==> config.mk <==
export PLATFORM = sky130hd
export DESIGN_NAME = imem_responder
export DESIGN_NICKNAME = d
export VERILOG_FILES = /design/src/rtl/imem_responder.sv
export SDC_FILE = /design/constraint.sdc
export NUM_CORES = 2
export LEC_CHECK = 0
export CORE_ASPECT_RATIO = 1.4
export CORE_MARGIN = 10
export CORE_UTILIZATION = 24
export CTS_BUF_LIST = sky130_fd_sc_hd__clkbuf_4
export DETAILED_ROUTE_END_ITERATION = 6
export PLACE_DENSITY = 0.44
export SKIP_CTS_REPAIR_TIMING = 1
export SLEW_MARGIN = 20
export SYNTH_ARGS = -nofsm -noshare
export SYNTH_HDL_FRONTEND = slang
export SYNTH_SLANG_ARGS = --single-unit
==> constraint.sdc <==
create_clock -name clk -period 5.9 [get_ports clk]
set_clock_uncertainty 0.15 [all_clocks]
set_input_delay 1.475 -clock clk [delete_from_list [all_inputs] [get_ports clk]]
set_output_delay 1.475 -clock clk [all_outputs]
set_load 0.1 [all_outputs]
### Register map, names as in the netlist

Other sequential cells in the stronger gray, the rest of the logic in the fainter gray.
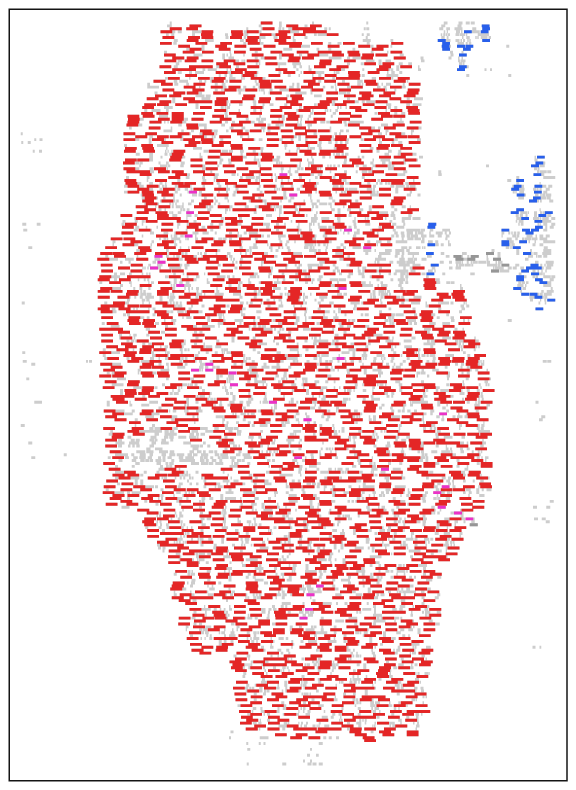
legend:
  mem:
    color: red
    sequential_cells: 2048
  instr_F:
    color: magenta
    sequential_cells: 32
  addr_q:
    color: blue
    sequential_cells: 64
Layout Utilization: 28.7%
area of all sequential standard cells: 63600 um^2
sequential portion of the cell area: 63.9%
power consumed by sequential cells: 0.0169 W

### Metal layers overlaid

Two of the layers only.
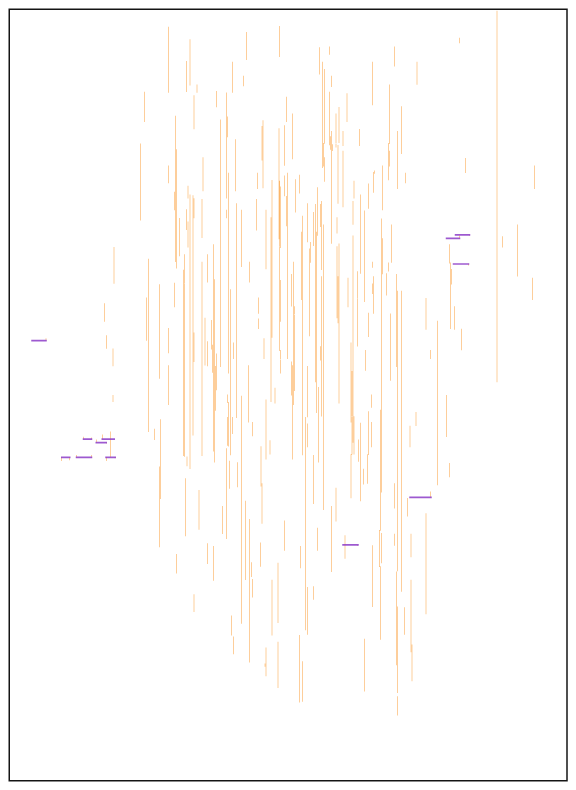
legend:
  metal 5:
    color: purple
    wire_length: 142 um
  metal 4:
    color: orange
    wire_length: 14300 um
combined global-route utilization of all metal layers: 16.5%
vias post-DR: 54140
average wire length per cell after detail routing: 28.6 um
Routed Wire Length: 322000 um

### Placed standard cells

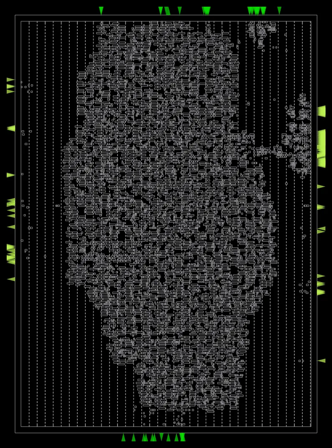
filler instances: 35050
Layout Cells excl Fill: 11233
number of placement rows: 256
Core Area: 347000 um^2
number of well-tap cells placed: 4644

### The metal 2 layer

Scale bar: 200 um.
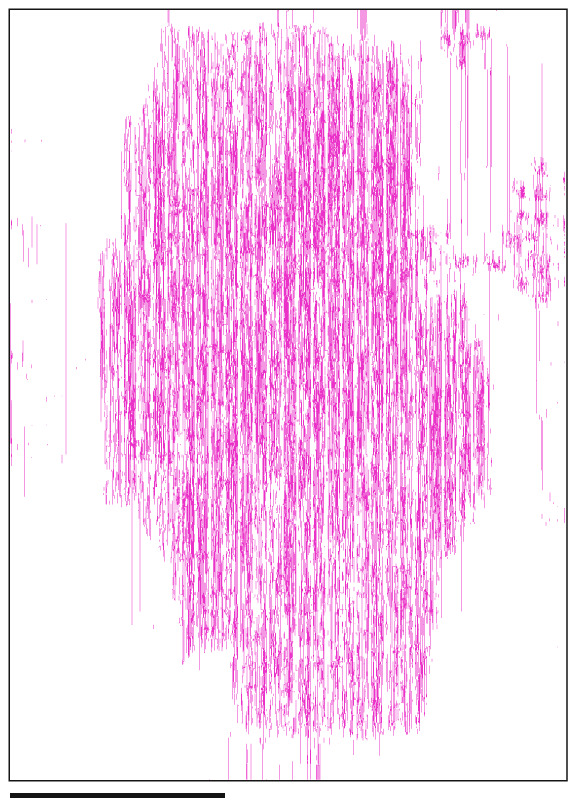
main direction: vertical
nets with wire on the layer: 5202
longest straight run: 216 um
share of all routed wire: 50%
GR Layer Usage met2: 29.0%

==> flow_results.xml <==
<?xml version="1.0" encoding="UTF-8"?>
<metrics>
  <group name="job">
    <metric name="warnings" unit="">29</metric>
    <metric name="max-cap-violations" unit="">0</metric>
  </group>
  <group name="placed_design">
    <metric name="globalplace.congestion" unit="">0.803</metric>
    <metric name="dp_worst_setup_slack" unit="ps">172</metric>
  </group>
  <group name="die">
    <metric name="initial_core_util" unit="%">24.1</metric>
    <metric name="die_area" unit="um^2">372000</metric>
  </group>
  <group name="finish">
    <metric name="buffers" unit="">463</metric>
    <metric name="share_of_post_route_cells_with_drive_strength_above_1" unit="%">21.7</metric>
    <metric name="clock_tree_area_fraction" unit="%">6.97</metric>
    <metric name="layout.cells.most_common_list" unit="">sky130_fd_sc_hd__edfxtp_1, sky130_fd_sc_hd__nand2_1, sky130_fd_sc_hd__clkbuf_4, sky130_fd_sc_hd__nand3_1, sky130_fd_sc_hd__buf_4</metric>
    <metric name="design.seq.count" unit="">2153</metric>
    <metric name="area.share.combinational" unit="%">18.9</metric>
    <metric name="final-nonclk-buf-share" unit="%">4.35</metric>
    <metric name="logic_gates" unit="">3028</metric>
    <metric name="layout.area.top_class" unit="">flip-flops and latches</metric>
    <metric name="finalNetCount" unit="">6315</metric>
    <metric name="largest_register_ff_count" unit="">2048</metric>
  </group>
  <group name="power">
    <metric name="top_power_group" unit="">sequential cells</metric>
    <metric name="share_seq_of_total_power" unit="%">49.2</metric>
    <metric name="combinationalPowerShare" unit="%">12.7</metric>
  </group>
  <group name="sta">
    <metric name="fin_tns_setup" unit="ps">0</metric>
    <metric name="final_number_of_max_transition_violations" unit="">0</metric>
    <metric name="grt_setup_unrepaired" unit="">false</metric>
    <metric name="worst_slew_pin_slew" unit="ps">1150</metric>
    <metric name="hold_viol_final" unit="">0</metric>
  </group>
  <group name="outcome">
    <metric name="run_status" unit="">complete, no violations</metric>
  </group>
  <group name="logic_synthesis">
    <metric name="ys_sh_aoi" unit="%">6.39</metric>
    <metric name="yosys-stat-cells" unit="">5517</metric>
    <metric name="synth_async_sr_flop_share" unit="%">0</metric>
    <metric name="ys_warn_count" unit="">0</metric>
    <metric name="mux_share" unit="%">5.76</metric>
  </group>
  <group name="drt">
    <metric name="detail_route.drc_violations" unit="">0</metric>
    <metric name="drt-initial-drc-count" unit="">5461</metric>
  </group>
  <group name="critical_path">
    <metric name="family_of_cells_with_the_greatest_summed_delay_on_the_critical_path" unit="">buffers and inverters</metric>
    <metric name="startpoint_class" unit="">flop</metric>
    <metric name="timing.critical_path.depth" unit="">1</metric>
  </group>
  <group name="clock_tree">
    <metric name="tritoncts" unit="">done</metric>
    <metric name="clkLatencyLatePin" unit="ps">1360</metric>
    <metric name="clk_sink_count" unit="">2153</metric>
    <metric name="cts.reportedPaths.clkPinSlew" unit="ps">60</metric>
  </group>
  <group name="global_route">
    <metric name="grt_start_max_net_pins" unit="">86</metric>
    <metric name="sum_of_overflow_across_all_layers_after_global_routing" unit="">0</metric>
  </group>
</metrics>
Power figures rest on the tool's default switching activity, not on a simulated workload.
